Ports around the boundary:
(1 px per um) Pins as bars across the die edge, other pins in gray.
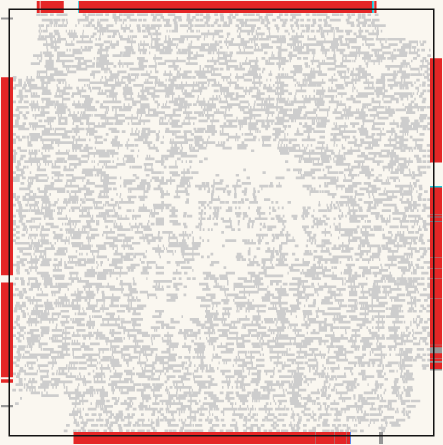
Port wiring:
(1 px per um)
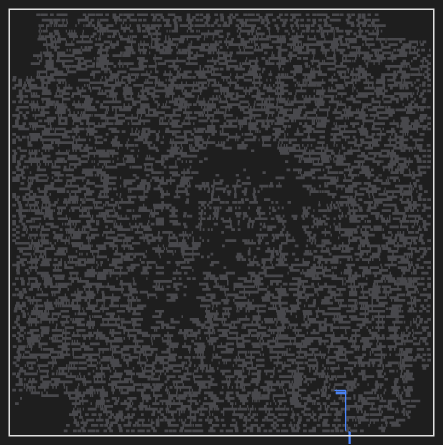
Placed standard cells:
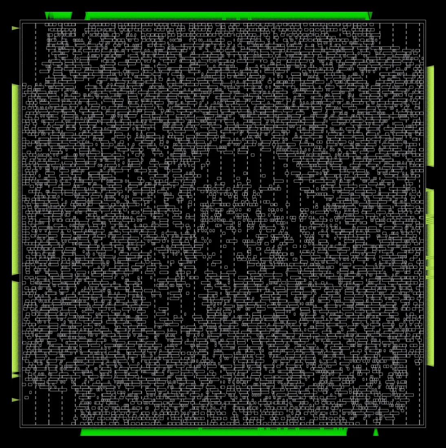
===== config.mk =====
export PLATFORM = sky130hd
export DESIGN_NAME = sinus_sample_streamer_flat
export DESIGN_NICKNAME = d
export VERILOG_FILES = /design/src/rtl/sinus_sample_streamer_if.sv /design/src/rtl/sinus_sample_streamer.sv /design/src/flat_wrapper.sv
export SDC_FILE = /design/constraint.sdc
export NUM_CORES = 2
export LEC_CHECK = 0
export CAP_MARGIN = 15
export CORE_AREA = 2 2 421 423
export CTS_CLUSTER_SIZE = 8
export DETAILED_ROUTE_END_ITERATION = 16
export DIE_AREA = 0 0 423 425
export PLACE_DENSITY_LB_ADDON = 0.05
export RECOVER_POWER = 50
export SYNTH_ARGS = -nofsm -noshare
export SYNTH_HDL_FRONTEND = slang
export SYNTH_SLANG_ARGS = --single-unit

===== constraint.sdc =====
create_clock -name clk -period 37.4 [get_ports clk]
set_clock_uncertainty 0.05 [all_clocks]
set_input_delay 9.35 -clock clk [delete_from_list [all_inputs] [get_ports clk]]
set_output_delay 9.35 -clock clk [all_outputs]
set_load 0.01 [all_outputs]

===== src/rtl/sinus_sample_streamer_if.sv =====
// Sample stream from the sinusoid table player to the DAC path (valid/ready).
interface sinus_sample_streamer_if #(
  parameter int SAMPLE_W = 12
);
  logic [SAMPLE_W-1:0] sample;
  logic [3:0]          sample_flags;
  logic [5:0]          sample_index;
  logic                sample_valid;
  logic                sample_ready;

  modport master (output sample, sample_flags, sample_index, sample_valid, input sample_ready);
  modport slave  (input sample, sample_flags, sample_index, sample_valid, output sample_ready);
endinterface


===== src/rtl/sinus_sample_streamer.sv =====
// Snapshots the packed 64-word sinusoid table on start and streams samples with step/rate control.
// Optional: define SINUS_SIGNED_OUT_EN to emit two's-complement samples instead of offset binary.
module sinus_sample_streamer #(
  parameter int BITS_DATA_OUT = 1024,
  parameter int BITS_DATA     = 16,
  parameter int SAMPLES       = 64,
  parameter int SAMPLE_W      = 12,
  parameter int DIV_W         = 16
) (
  input  logic                     clk,
  input  logic                     rst,
  input  logic [BITS_DATA_OUT-1:0] table_data,
  input  logic                     start,
  input  logic                     stop,
  input  logic                     loop_en,
  input  logic [5:0]               step,
  input  logic [DIV_W-1:0]         rate_div,
  output logic                     busy,
  output logic                     done,
  sinus_sample_streamer_if.master  smp
);
  localparam int IDX_W = 6;

  typedef enum logic [2:0] {IDLE, LOAD, SEND, GAP, DONE} state_t;

  typedef struct packed {
    logic [3:0]          flags;
    logic [SAMPLE_W-1:0] sample;
  } word_t;

  typedef struct packed {
    logic [IDX_W-1:0]    index;
    logic [3:0]          flags;
    logic [SAMPLE_W-1:0] sample;
  } out_t;

  state_t                             state;
  logic [SAMPLES-1:0][BITS_DATA-1:0]  snap;
  logic [IDX_W-1:0]                   idx, nidx, step_q;
  logic                               wrap, loop_q, stop_q, vld;
  logic [DIV_W-1:0]                   rd_q, cnt;
  word_t                              w_cur, w_nxt;
  out_t                               out_q;

  // wrap is the carry out of the 6-bit index add: one period has been covered
  assign {wrap, nidx} = {1'b0, idx} + {1'b0, step_q};

  // word 0 sits at the MSB end of the table, i.e. the highest packed element
  assign w_cur = snap[IDX_W'(SAMPLES-1) - idx];
  assign w_nxt = snap[IDX_W'(SAMPLES-1) - nidx];

  function automatic out_t mk(input word_t w, input logic [IDX_W-1:0] i);
    out_t o;
    o.index = i;
    o.flags = w.flags;
`ifdef SINUS_SIGNED_OUT_EN
    o.sample = {~w.sample[SAMPLE_W-1], w.sample[SAMPLE_W-2:0]};
`else
    o.sample = w.sample;
`endif
    return o;
  endfunction

  assign smp.sample       = out_q.sample;
  assign smp.sample_flags = out_q.flags;
  assign smp.sample_index = out_q.index;
  assign smp.sample_valid = vld;

  always_ff @(posedge clk or posedge rst) begin
    if (rst) begin
      state  <= IDLE;
      snap   <= '0;
      idx    <= '0;
      step_q <= '0;
      loop_q <= 1'b0;
      stop_q <= 1'b0;
      rd_q   <= '0;
      cnt    <= '0;
      out_q  <= '0;
      vld    <= 1'b0;
      busy   <= 1'b0;
      done   <= 1'b0;
    end else begin
      done <= 1'b0;
      case (state)
        IDLE: if (start && !stop) begin
          snap   <= table_data;
          idx    <= '0;
          step_q <= (step == '0) ? IDX_W'(1) : step;
          loop_q <= loop_en;
          rd_q   <= rate_div;
          stop_q <= 1'b0;
          busy   <= 1'b1;
          state  <= LOAD;
        end
        LOAD: if (stop) begin
          busy  <= 1'b0;
          state <= IDLE;
        end else begin
          out_q <= mk(w_cur, idx);
          vld   <= 1'b1;
          state <= SEND;
        end
        SEND: if (vld && smp.sample_ready) begin
          // a pending stop outranks the one-shot wrap, so a stopped run never signals done
          if (stop_q || stop) begin
            vld   <= 1'b0;
            busy  <= 1'b0;
            state <= IDLE;
          end else if (wrap && !loop_q) begin
            vld   <= 1'b0;
            done  <= 1'b1;
            state <= DONE;
          end else if (rd_q == '0) begin
            idx   <= nidx;
            out_q <= mk(w_nxt, nidx);
          end else begin
            vld   <= 1'b0;
            idx   <= nidx;
            cnt   <= rd_q - 1'b1;
            state <= GAP;
          end
        end else begin
          stop_q <= stop_q | stop;
        end
        GAP: if (stop) begin
          busy  <= 1'b0;
          state <= IDLE;
        end else if (cnt == '0) begin
          out_q <= mk(w_cur, idx);
          vld   <= 1'b1;
          state <= SEND;
        end else begin
          cnt <= cnt - 1'b1;
        end
        DONE: begin
          busy  <= 1'b0;
          state <= IDLE;
        end
        default: begin
          vld   <= 1'b0;
          busy  <= 1'b0;
          state <= IDLE;
        end
      endcase
    end
  end
endmodule


===== src/flat_wrapper.sv =====
// flat-port wrapper written by rule: the top's interface ports become plain ports
module sinus_sample_streamer_flat 
#(
  parameter int BITS_DATA_OUT = 1024,
  parameter int BITS_DATA     = 16,
  parameter int SAMPLES       = 64,
  parameter int SAMPLE_W      = 12,
  parameter int DIV_W         = 16
)
  (clk, rst, table_data, start, stop, loop_en, step, rate_div, busy, done, smp_sample, smp_sample_flags, smp_sample_index, smp_sample_valid, smp_sample_ready);
  sinus_sample_streamer_if #(.SAMPLE_W(SAMPLE_W)) smp_i ();
  input  logic clk;
  input  logic rst;
  input  logic [BITS_DATA_OUT-1:0] table_data;
  input  logic start;
  input  logic stop;
  input  logic loop_en;
  input  logic [5:0] step;
  input  logic [DIV_W-1:0] rate_div;
  output logic busy;
  output logic done;
  output wire logic [$bits(smp_i.sample)-1:0] smp_sample;
  output wire logic [$bits(smp_i.sample_flags)-1:0] smp_sample_flags;
  output wire logic [$bits(smp_i.sample_index)-1:0] smp_sample_index;
  output wire logic [$bits(smp_i.sample_valid)-1:0] smp_sample_valid;
  input wire logic [$bits(smp_i.sample_ready)-1:0] smp_sample_ready;
  assign smp_sample = smp_i.sample;
  assign smp_sample_flags = smp_i.sample_flags;
  assign smp_sample_index = smp_i.sample_index;
  assign smp_sample_valid = smp_i.sample_valid;
  assign smp_i.sample_ready = smp_sample_ready;
  sinus_sample_streamer #(.BITS_DATA_OUT(BITS_DATA_OUT), .BITS_DATA(BITS_DATA), .SAMPLES(SAMPLES), .SAMPLE_W(SAMPLE_W), .DIV_W(DIV_W)) u_core (.clk(clk), .rst(rst), .table_data(table_data), .start(start), .stop(stop), .loop_en(loop_en), .step(step), .rate_div(rate_div), .busy(busy), .done(done), .smp(smp_i));
endmodule

==> impl_metrics.env <==
# yosys + openroad results
export IMPL_clock_latency_ns=0.78
export IMPL_min_path_cells=2
export IMPL_status="finished with violations"
export IMPL_post_synth_num_cell_types=74
export IMPL_ys_flops=1098
export IMPL_max_freq_mhz=47.3
export IMPL_holdPathEnd="u_core.snap[277]"
export IMPL_syn_inst=6016
export IMPL_die_width_um=423
export IMPL_post_drt_wl_per_cell_um=30.6
export IMPL_gr_total_overflow=0
export IMPL_nNetsFinal=7963
export IMPL_fin_area_um2=75800
export IMPL_worstHoldStart="u_core.snap[277]"
export IMPL_cp_start_kind="primary input"
export IMPL_grt_total_usage_pct=31.1
export IMPL_cp_data_required_time_ns=36.89
export IMPL_slew_viol_final=1413
export IMPL_yosysWarnings=0
export IMPL_largest_area_cell="dfrtp_1"
export IMPL_initial_core_util_pct=33.5
export IMPL_topCellsByArea="dfrtp_1, mux4_2, nand2_1"
export IMPL_ant_nets=0
export IMPL_ys_cells=6016
export IMPL_finalSetupViolCount=0
export IMPL_die_h_um=425
export IMPL_antenna_found_initial=63
export IMPL_tool_warnings=55
export IMPL_cts_setup_buffers=0
export IMPL_gp_congestion=0.919
export IMPL_layout_top_cell="nand2_1"
export IMPL_async_flop_share_pct=100
export IMPL_chipArea_um2=180000
export IMPL_drive_above_1_share_pct=12.1
export IMPL_worstSetupPathType="primary input to asynchronous set/reset pin"
export IMPL_yosys_area_um2=58700
export IMPL_endpoint_kind="asynchronous set/reset pin"
export IMPL_num_vias=50532
export IMPL_violations="max-capacitance violations, max-slew violations"
export IMPL_slew_headroom_pct=-437
export IMPL_core_area_um2=175000
export IMPL_p_leak_uw=0.0341
export IMPL_drc=0
export IMPL_clockBufferDepth=3
export IMPL_ys_seq_share_pct=46.8
export IMPL_ff_type="dfrtp_1"
export IMPL_syn_area_um2=58700
export IMPL_drv_cap=19
export IMPL_worstPathMaxFanout=111
export IMPL_arrival_ns=20.63
-- 'ports around the boundary' (at the start) --
color	port	pins	direction	edge
cyan	smp_sample	12	output	5 bottom, 4 top, 3 right
blue	busy	1	output	bottom
red	table_data	1024	input	338 top, 277 bottom, 216 left, 193 right

-- 'port wiring' (at the start) --
color	port	direction	end cells	buffers	wire
blue	busy	output	1	1	56.2 um
IO Count: 1077
PortBufs: 1076

-- 'placed standard cells' (at the start) --
FP Rows: 154
post-route insts no fill: 9309
# fillers: 17.2k
TAP cells: 2340
flop share of the area: 36.2%

worst max path at each step:
stage	start	to	slack (ns)	depth (start not counted)
2_1_floorplan	rst	u_core.busy	12.85	1
3_3_place_gp	stop	u_core.snap[778]	22.27	10
3_5_place_dp	stop	u_core.snap[856]	22.27	10
4_1_cts	stop	u_core.snap[856]	23.11	10
5_1_grt	rst	u_core.idx[2]	13.83	5
6_report	rst	u_core.idx[0]	16.27	5
cell type report:
class	count	area (um^2)
fillers	17208	99500
multi-input cells	4467	29500
flip-flops and latches	1098	27500
repair buffers	1166	11500
clock buffers	176	4080
well taps	2340	2930
clock inverters	13	267
diodes	36	90.1
inverters	13	50.0
power by group:
part | internal [uW] | switching, uW
sequential | 1750 | 492
combinational | 1670 | 2470
clock | 766 | 567
flip-flops by register name, indices dropped and copies added, names as in the netlist:
signal,flops
u_core.smp.sample,12
u_core.smp.sample_valid,1
u_core.idx,6
u_core.state,3
u_core.smp.sample_flags,4
u_core.snap,1024
u_core.cnt,16
u_core.smp.sample_index,6
u_core.stop_q,1
u_core.step_q,6
u_core.loop_q,1
u_core.rd_q,16
u_core.done,1
u_core.busy,1
metal layers:
| metal | track usage, % | vias to the layer above | wire (um) |
|---|---|---|---|
| met5 | 0 | - | 29 |
| met4 | 16.7 | 4 | 16500 |
| met3 | 4.91 | 444 | 15200 |
| met2 | 52.7 | 1912 | 143000 |
| met1 | 38.0 | 25975 | 110000 |
| li1 | - | 22197 | - |
metrics by stage:
step | hold WS, ns | setup WS, ns | utilization, % | total power, uW
after detailed placement | 0.428 | 22.27 | 40.8 | 6380
after floorplan | 0.402 | 12.85 | - | 4540
after global placement | 0.420 | 22.27 | 40.8 | 6340
after global routing | 0.453 | 13.83 | 43.2 | 8050
after CTS | 0.440 | 23.11 | 43.3 | 7740
final | 0.439 | 16.27 | 43.3 | 7710
critical path, stage by stage:
cell           delay (ns)
dlygate4sd3_1        0.55
clkinvlp_2           0.75
clkbuf_1             2.37
clkbuf_1             4.60
clkbuf_1             2.78
Yosys cell counts, drive strengths merged, types with 20 or more instances:
cell,count
a22oi,31
a31oi,21
nand3,44
buf,118
mux2i,125
a221oi,37
nor3,31
nand2,3241
clkbuf,320
mux4,541
a32oi,20
a21oi,26
dfrtp,1098
nor2,55
a21o,20
nand4,53
o21ai,75
cell families after synthesis:
logic type	after synthesis	share of synthesized area [%]
xor+xnor	4	0.0597
mux	680	23.1
buf+inv	451	3.14
compound gates	300	3.75
simple gates	3475	22.9
flops	1098	46.8
fa+ha+maj	8	0.183
Power figures rest on the tool's default switching activity, not on a simulated workload.
